[src/rtl/noc_output_arbiter.sv]
// Packet-aware round-robin switch arbiter for one mesh router output port.
// A winning HEAD locks the output to its input until TAIL; grants are gated by per-VC downstream credits.
module noc_output_arbiter #(
    parameter int PORTS     = 5,
    parameter int VCS       = 4,
    parameter int BUF_DEPTH = 4,
    localparam int VC_SIZE  = $clog2(VCS),
    localparam int SEL_SIZE = $clog2(PORTS),
    localparam int CNT_SIZE = $clog2(BUF_DEPTH + 1)
) (
    input  logic                     clk,
    input  logic                     rst,
    input  logic [PORTS-1:0]         req_i,
    input  logic [PORTS*2-1:0]       label_i,
    input  logic [PORTS*VC_SIZE-1:0] vc_i,
    input  logic                     credit_valid_i,
    input  logic [VC_SIZE-1:0]       credit_vc_i,
    output logic [PORTS-1:0]         grant_o,
    output logic [SEL_SIZE-1:0]      sel_o,
    output logic                     busy_o,
    output logic                     err_o,
    output logic [VCS*CNT_SIZE-1:0]  credit_cnt_o
);
    typedef enum logic {IDLE, LOCKED} state_e;

    localparam logic [1:0] LBL_HEAD     = 2'd0;
    localparam logic [1:0] LBL_BODY     = 2'd1;
    localparam logic [1:0] LBL_TAIL     = 2'd2;
    localparam logic [1:0] LBL_HEADTAIL = 2'd3;

    state_e              state_q, state_d;
    logic [SEL_SIZE-1:0] owner_q, owner_d;
    logic [SEL_SIZE-1:0] rrPtr_q, rrPtr_d;
    logic [VC_SIZE-1:0]  lockVc_q, lockVc_d;
    logic [CNT_SIZE-1:0] credit_q [VCS];
    logic [CNT_SIZE-1:0] credit_d [VCS];
    logic                err_q, err_d;

    logic                winValid;
    logic [SEL_SIZE-1:0] winIdx;
    logic [1:0]          winLabel;
    logic [VC_SIZE-1:0]  winVc;
    logic                protoErr;

    always_ff @(posedge clk) begin
        if (rst) begin
            state_q  <= IDLE;
            owner_q  <= '0;
            rrPtr_q  <= '0;
            lockVc_q <= '0;
            err_q    <= 1'b0;
            for (int v = 0; v < VCS; v++) begin
                credit_q[v] <= CNT_SIZE'(BUF_DEPTH);
            end
        end else begin
            state_q  <= state_d;
            owner_q  <= owner_d;
            rrPtr_q  <= rrPtr_d;
            lockVc_q <= lockVc_d;
            err_q    <= err_d;
            for (int v = 0; v < VCS; v++) begin
                credit_q[v] <= credit_d[v];
            end
        end
    end

    always_comb begin
        logic inc;
        logic dec;
        state_d  = state_q;
        owner_d  = owner_q;
        rrPtr_d  = rrPtr_q;
        lockVc_d = lockVc_q;
        err_d    = err_q | protoErr;
        credit_d = credit_q;
        inc      = 1'b0;
        dec      = 1'b0;
        if (winValid) begin
            if (state_q == IDLE) begin
                rrPtr_d = (winIdx == SEL_SIZE'(PORTS - 1)) ? '0 : winIdx + 1'b1;
                if (winLabel == LBL_HEAD) begin
                    state_d  = LOCKED;
                    owner_d  = winIdx;
                    lockVc_d = winVc;
                end
            end else if (winLabel == LBL_TAIL) begin
                state_d = IDLE;
            end
        end
        // A grant and a returned credit on the same VC cancel, so neither can overflow.
        for (int v = 0; v < VCS; v++) begin
            dec = winValid && (winVc == VC_SIZE'(v));
            inc = credit_valid_i && (credit_vc_i == VC_SIZE'(v));
            if (inc && !dec) begin
                if (credit_q[v] == CNT_SIZE'(BUF_DEPTH)) begin
                    err_d = 1'b1;
                end else begin
                    credit_d[v] = credit_q[v] + 1'b1;
                end
            end else if (dec && !inc) begin
                credit_d[v] = credit_q[v] - 1'b1;
            end
        end
    end

    always_comb begin
        int                 idx;
        logic [1:0]         lbl;
        logic [VC_SIZE-1:0] vc;
        winValid = 1'b0;
        winIdx   = '0;
        winLabel = LBL_HEAD;
        winVc    = '0;
        protoErr = 1'b0;
        idx      = 0;
        lbl      = LBL_HEAD;
        vc       = '0;
        if (state_q == IDLE) begin
            for (int k = 0; k < PORTS; k++) begin
                idx = int'(rrPtr_q) + k;
                if (idx >= PORTS) begin
                    idx = idx - PORTS;
                end
                lbl = label_i[2*idx +: 2];
                vc  = vc_i[VC_SIZE*idx +: VC_SIZE];
                if (req_i[idx]) begin
                    if (lbl == LBL_BODY || lbl == LBL_TAIL) begin
                        protoErr = 1'b1;
                    end else if (!winValid && credit_q[vc] != '0) begin
                        winValid = 1'b1;
                        winIdx   = SEL_SIZE'(idx);
                        winLabel = lbl;
                        winVc    = vc;
                    end
                end
            end
        end else begin
            lbl   = label_i[2*owner_q +: 2];
            winVc = lockVc_q;
            if (req_i[owner_q]) begin
                if (lbl == LBL_HEAD || lbl == LBL_HEADTAIL) begin
                    protoErr = 1'b1;
                end else if (credit_q[lockVc_q] != '0) begin
                    winValid = 1'b1;
                    winIdx   = owner_q;
                    winLabel = lbl;
                end
            end
        end
        if (rst) begin
            winValid = 1'b0;
            protoErr = 1'b0;
        end
        grant_o = '0;
        sel_o   = '0;
        if (winValid) begin
            grant_o[winIdx] = 1'b1;
            sel_o           = winIdx;
        end
        for (int v = 0; v < VCS; v++) begin
            credit_cnt_o[CNT_SIZE*v +: CNT_SIZE] = credit_q[v];
        end
    end

    assign busy_o = (state_q == LOCKED);
    assign err_o  = err_q;

endmodule

[config.mk]
export PLATFORM = sky130hd
export DESIGN_NAME = noc_output_arbiter
export DESIGN_NICKNAME = d
export VERILOG_FILES = /design/src/rtl/noc_output_arbiter.sv
export SDC_FILE = /design/constraint.sdc
export NUM_CORES = 1
export LEC_CHECK = 0
export CORE_MARGIN = 5
export CORE_UTILIZATION = 65
export CTS_BUF_LIST = sky130_fd_sc_hd__clkbuf_8
export DETAILED_ROUTE_END_ITERATION = 16
export GPL_TIMING_DRIVEN = 1
export PLACE_DENSITY = 0.95
export SYNTH_ARGS = -nofsm -noshare
export SYNTH_HDL_FRONTEND = slang
export SYNTH_SLANG_ARGS = --single-unit
[constraint.sdc]
create_clock -name clk -period 14.5 [get_ports clk]
set_input_delay 3.625 -clock clk [delete_from_list [all_inputs] [get_ports clk]]
set_output_delay 3.625 -clock clk [all_outputs]
set_load 0.01 [all_outputs]
Figure 1. Clock network drawn from the DEF.
The bar under the picture is 20 µm long.
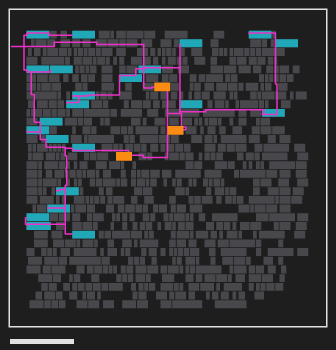
orange -> cells driving clock nets  # count 3
cyan -> flip-flops  # count 22
magenta -> clock wires  # length 405 µm
routed clock nets = 4
Worst Clk Skew: 0.00528 ns
clk pwr: 0.0628 mW
Clk pwr share: 4.1%
Latency at later pin: 0.28 ns

Figure 2. Register map, names as in the netlist.
The bar under the picture is 20 µm long. Other sequential cells in the stronger grey, the rest of the logic in the fainter grey.
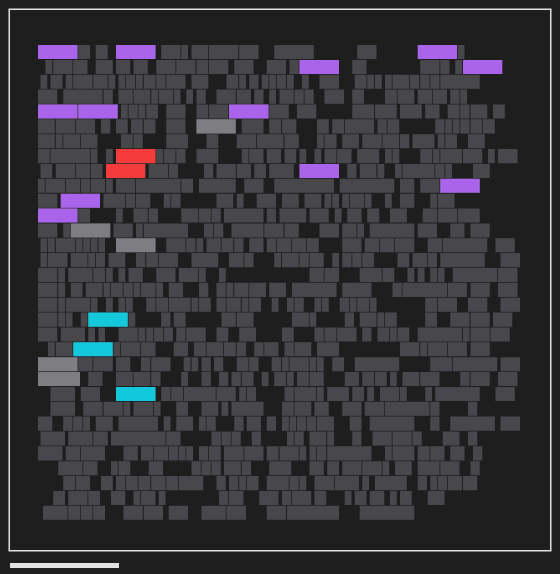
red -> lockVc_q  # sequential cells 2
cyan -> owner_q  # sequential cells 3
purple -> credit_cnt_o  # sequential cells 12
not coloured = 5
Seq area share: 7.83%
Power Sequential: 0.116 mW
final core utilization: 73.4%
Reg area: 442 µm²

==> impl_metrics.toml <==
# yosys + openroad results
[clock_tree]
cts-root-buf = "clkbuf_8"

[synth]
top_cell = "nand2_1"
ys_top_cells_by_area = "dfxtp_1, mux2i_1, mux4_2"
topCombFamilyByArea = "AND-OR/OR-AND gates"
synth_cell_types = 96
synth_top_flop_cell = "dfxtp_1"
adder_share_pct = 5.37
synthArstFlopShare_pct = 0
ys_cells = 669

[sta]
hold_viol = 0
tightest_slew_ns = 1.15
timing.hold.ws_ns = 0.577
fin_crit_sh_pct = 82.0

[worst_setup_path]
crit_slowest_cell = "clkdlybuf4s50_1"
start_kind = "input pin"

[final_layout]
comb_share_pct = 77.0
syn_to_final_growth_pct = 10.1
clock_cell_area_share_pct = 1.26

[global_route]
top_usage_layer = "met2"
grt_pass1_wl_um = 30400

[floorplanning]
io_pins = 52
die_y_um = 98.8

[detailed_routing]
met1_length_um = 7110
drt-pass1-iter-count = 8

[power_and_ir_drop]
ir_drop_mv = 0.232

[place]
port_buffers = 51

[run]
warning_count = 36

[run_status]
outcome = "complete, no violations"
Figure 3. Placed standard cells.
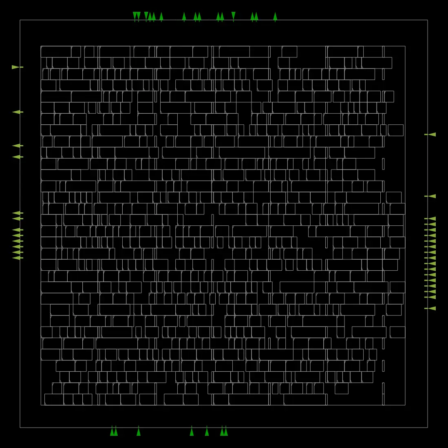
n_taps: 102
Filler cells: 621
sequential cells: 22
fin cells: 793

Figure 4. Wiring heat map.
The die is cut into 20 by 20 equal tiles; dark blue is low, red is high, scaled to the fullest tile. Values are wire area over tile area, all layers added.
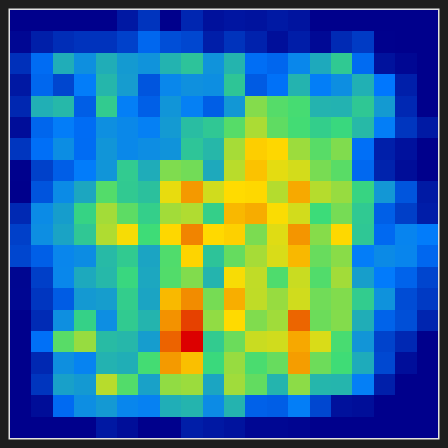
fullest tile = 1.1
mean over tiles = 0.37
tiles over half the peak = 28%
WL final: 19400 µm
gr usage total: 38.9%
DR vias: 6092

==> through the flow <==
step / cell area (µm²) / utilization (%) / total power [mW]
floorplan: 5130 / - / 1.06
global placement: 5570 / 72.5 / 1.36
detailed placement: 5570 / 72.5 / 1.39
CTS: 5640 / 73.4 / 1.46
global route: 5640 / 73.4 / 1.60
finish: 5640 / 73.4 / 1.52
==> tightest hold or removal path: cells and delay by family, from the launching register on <==
| kind | cells | cell delay [ns] |
|---|---|---|
| DFF | 1 | 0.36 |
| muxes | 1 | 0.07 |
| and+or+nand+nor | 1 | 0.11 |
==> report_power, final <==
group          switching, mW  leakage [nW]  internal (mW)
Combinational          0.812          1.87          0.525
Clock                 0.0258        0.0357         0.0370
Sequential            0.0351         0.180         0.0812
No activity file was given, so power comes from the tool's default toggle rates.
